floorplan.png
Scale bar: 20 µm. Pins as bars on the die edge.
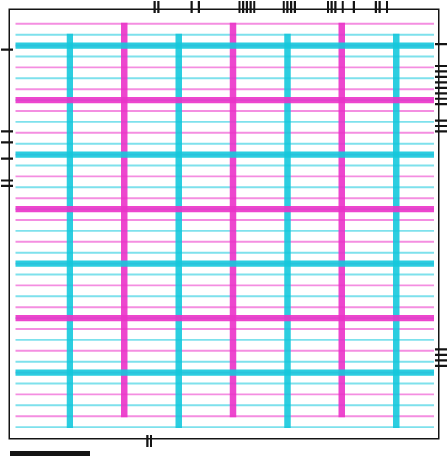
class_map.png
Scale bar: 20 µm.
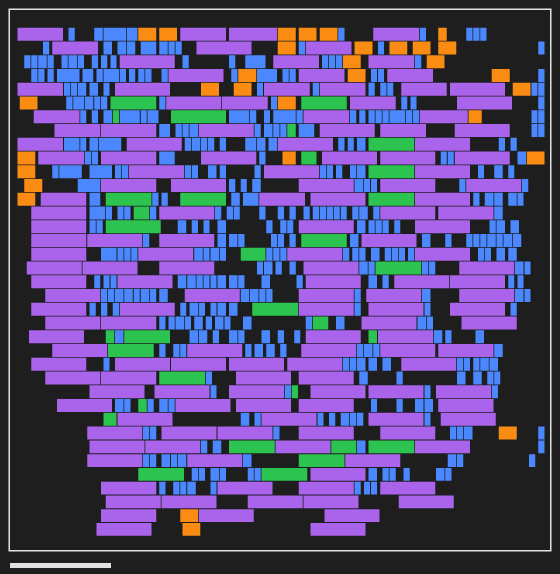
clock_wires.png
Scale bar: 20 µm.
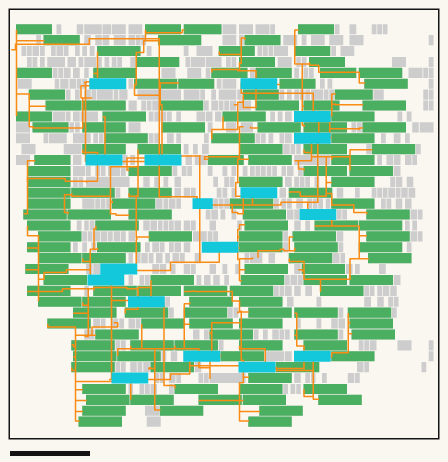
layers.png
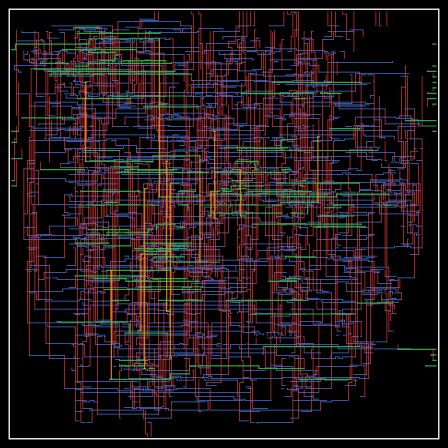
==> config.mk <==
export PLATFORM = sky130hd
export DESIGN_NAME = ram_store_buffer
export DESIGN_NICKNAME = d
export VERILOG_FILES = /design/src/rtl/ram_store_buffer.sv
export SDC_FILE = /design/constraint.sdc
export NUM_CORES = 1
export LEC_CHECK = 0
export ABC_AREA = 1
export ABC_CLOCK_PERIOD_IN_PS = 5450
export CORE_MARGIN = 1
export CORE_UTILIZATION = 60
export CTS_CLUSTER_SIZE = 10
export DETAILED_ROUTE_END_ITERATION = 16
export MAX_ROUTING_LAYER = met4
export PLACE_DENSITY = 0.81
export SLEW_MARGIN = 10
export SYNTH_ARGS = -nofsm -noshare
export SYNTH_HDL_FRONTEND = slang
export SYNTH_SLANG_ARGS = --single-unit
export TNS_END_PERCENT = 30
==> constraint.sdc <==
create_clock -name i_clk -period 5.45 [get_ports i_clk]
set_clock_uncertainty 0.2 [all_clocks]
set_input_delay 0.545 -clock i_clk [delete_from_list [all_inputs] [get_ports i_clk]]
set_output_delay 0.545 -clock i_clk [all_outputs]
set_load 0.05 [all_outputs]
==> Slide: Implementation Results <==
Flow Results at a Glance

Power and ir drop
  • Total power: 0.00432 W
  • Worst VDD drop: 0.000347 V
  • Sequential Power Share: 0.368
  • Sw Pwr: 0.00171 W

Global routing
  • First-pass GRT wire length: 23.4 mm
  • Met2 usage: 0.451
  • Vias in the first global route: 4317

STA
  • Fin crit share: 0.503
  • Post-route setup slack: 2.71 ns
  • Slew margin rel.: 0.304
  • Fin crit period: 2.74 ns
  • F_max: 365 MHz

Worst setup path
  • CP Data Required Time: 5.72 ns
  • Worst Setup Start Kind: register
  • Kind of critical path: reg -> reg
  • Crit path capture type: register
  • CP Max Fanout: 67
  • Crit path arrival time: 3.01 ns
  • CP peak stage delay: 0.85 ns
  • Worst-path cell chain: buf_4 > inv_2 > nand2_1 > nand3_1 > nand3_1 > nand2_1 > nand2_1 > nand2_1 > nand2_1 > nand2_1

Cells and area
  • Clock buffers: 21
  • Logic cell area: 1780 µm²
  • Combinational gates: 398
  • Sequential cell count: 153
  • Largest cell class: registers
  • Syn-to-layout area delta: 12.4%
  • Clk tree area frac: 0.0809

Logic synthesis
  • Main logic family after synthesis: simple AND/OR/NAND/NOR gates
  • Synthesis area per yosys: 6590 µm²
  • Largest type area fraction: 0.583
  • Synth mux share: 0
  • Top cells by area: edfxtp_1 58%, nand2_1 13%, dfrtp_1 9.1%
  • Yosys aoi share: 0.00418
  • Gate Count Post-Synth: 601
  • EDFF count, synth: 128
  • Seq/Total Area, Yosys: 0.678

Clocking
  • CTS Hold Buffers Added: 0
  • CTS Root Cell: clkbuf_8
  • H-tree Lvls: 4
  • CTS buffer count: 17
  • Post_cts resized: 0

Placement
  • Gpl congestion: 0.873
  • Placement Cell Area: 6800 µm²
  • Port Buf Inserts: 28
  • DP HPWL: 9.01 mm

Die
  • Well Taps: 136
  • IO Pins: 45

Hold path
  • Worst hold path type: reg -> reg

Routing
  • Met3 wire len: 1.31 mm
  • Drc violations: 0

Outcome
  • Outcome: completed
## Picture notes: floorplan.png
legend:
  magenta:
    net: VDD
  cyan:
    net: VSS
met5 straps: 7
rows: 37
met1 rails: 38
Die Y: 107 µm
Die W: 107 µm
core area: 10500 µm²

## Picture notes: class_map.png
legend:
  purple:
    class: registers
    cells: 153
    share_of_their_area: 62%
  orange:
    class: remaining buffers and delay cells
    cells: 31
    share_of_their_area: 4.2%
  blue:
    class: remaining logic cells
    cells: 419
    share_of_their_area: 26%
  green:
    class: clock drivers and dummy loads
    cells: 32
    share_of_their_area: 8.3%
row cnt: 37
post-layout util: 0.705
sequential portion of the cell area: 0.604
Final Instance Area: 7400 µm²

## Picture notes: clock_wires.png
legend:
  orange:
    item: clock wires
    length: 1570 µm
  cyan:
    item: clock-net drivers
    count: 17
  green:
    item: flip-flops
    count: 153
routed clock nets: 18
flops lie: widely spread
Late-Pin Clk Latency: 0.53 ns
power in the clock group: 0.00117 W

## Picture notes: layers.png
legend:
  green:
    layer: M3
    wire_length: 1310 µm
  blue:
    layer: M1
    wire_length: 6000 µm
  orange:
    layer: M4
    wire_length: 314 µm
  red:
    layer: M2
    wire_length: 7420 µm
final WL: 15.0 mm
Tot GR Track Use: 0.291
Vias: 4510
DR WL/cell: 19.5 µm

-- power by group through the flow --
| stage | sequential, W | combinational [W] | clock [W] |
|---|---|---|---|
| after detailed placement | 0.00160 | 0.00152 | 0 |
| after global routing | 0.00161 | 0.00170 | 0.00122 |
| after CTS | 0.00159 | 0.00155 | 0.00117 |
| after floorplan | 0.00174 | 0.00100 | 0 |
| final | 0.00159 | 0.00156 | 0.00117 |
| after global placement | 0.00159 | 0.00148 | 0 |
-- cells by family (layout without fill, tap and decap cells) --
family                   count (synthesis)  after routing
AND-OR/OR-AND                            4              4
adder cells (fa/ha/maj)                  7              7
AND/OR/NAND/NOR                        364            364
other                                    1             16
XOR/XNOR                                 7              7
buffers and inverters                   65             84
flip-flops                             153            153
Power figures rest on the tool's default switching activity, not on a simulated workload.
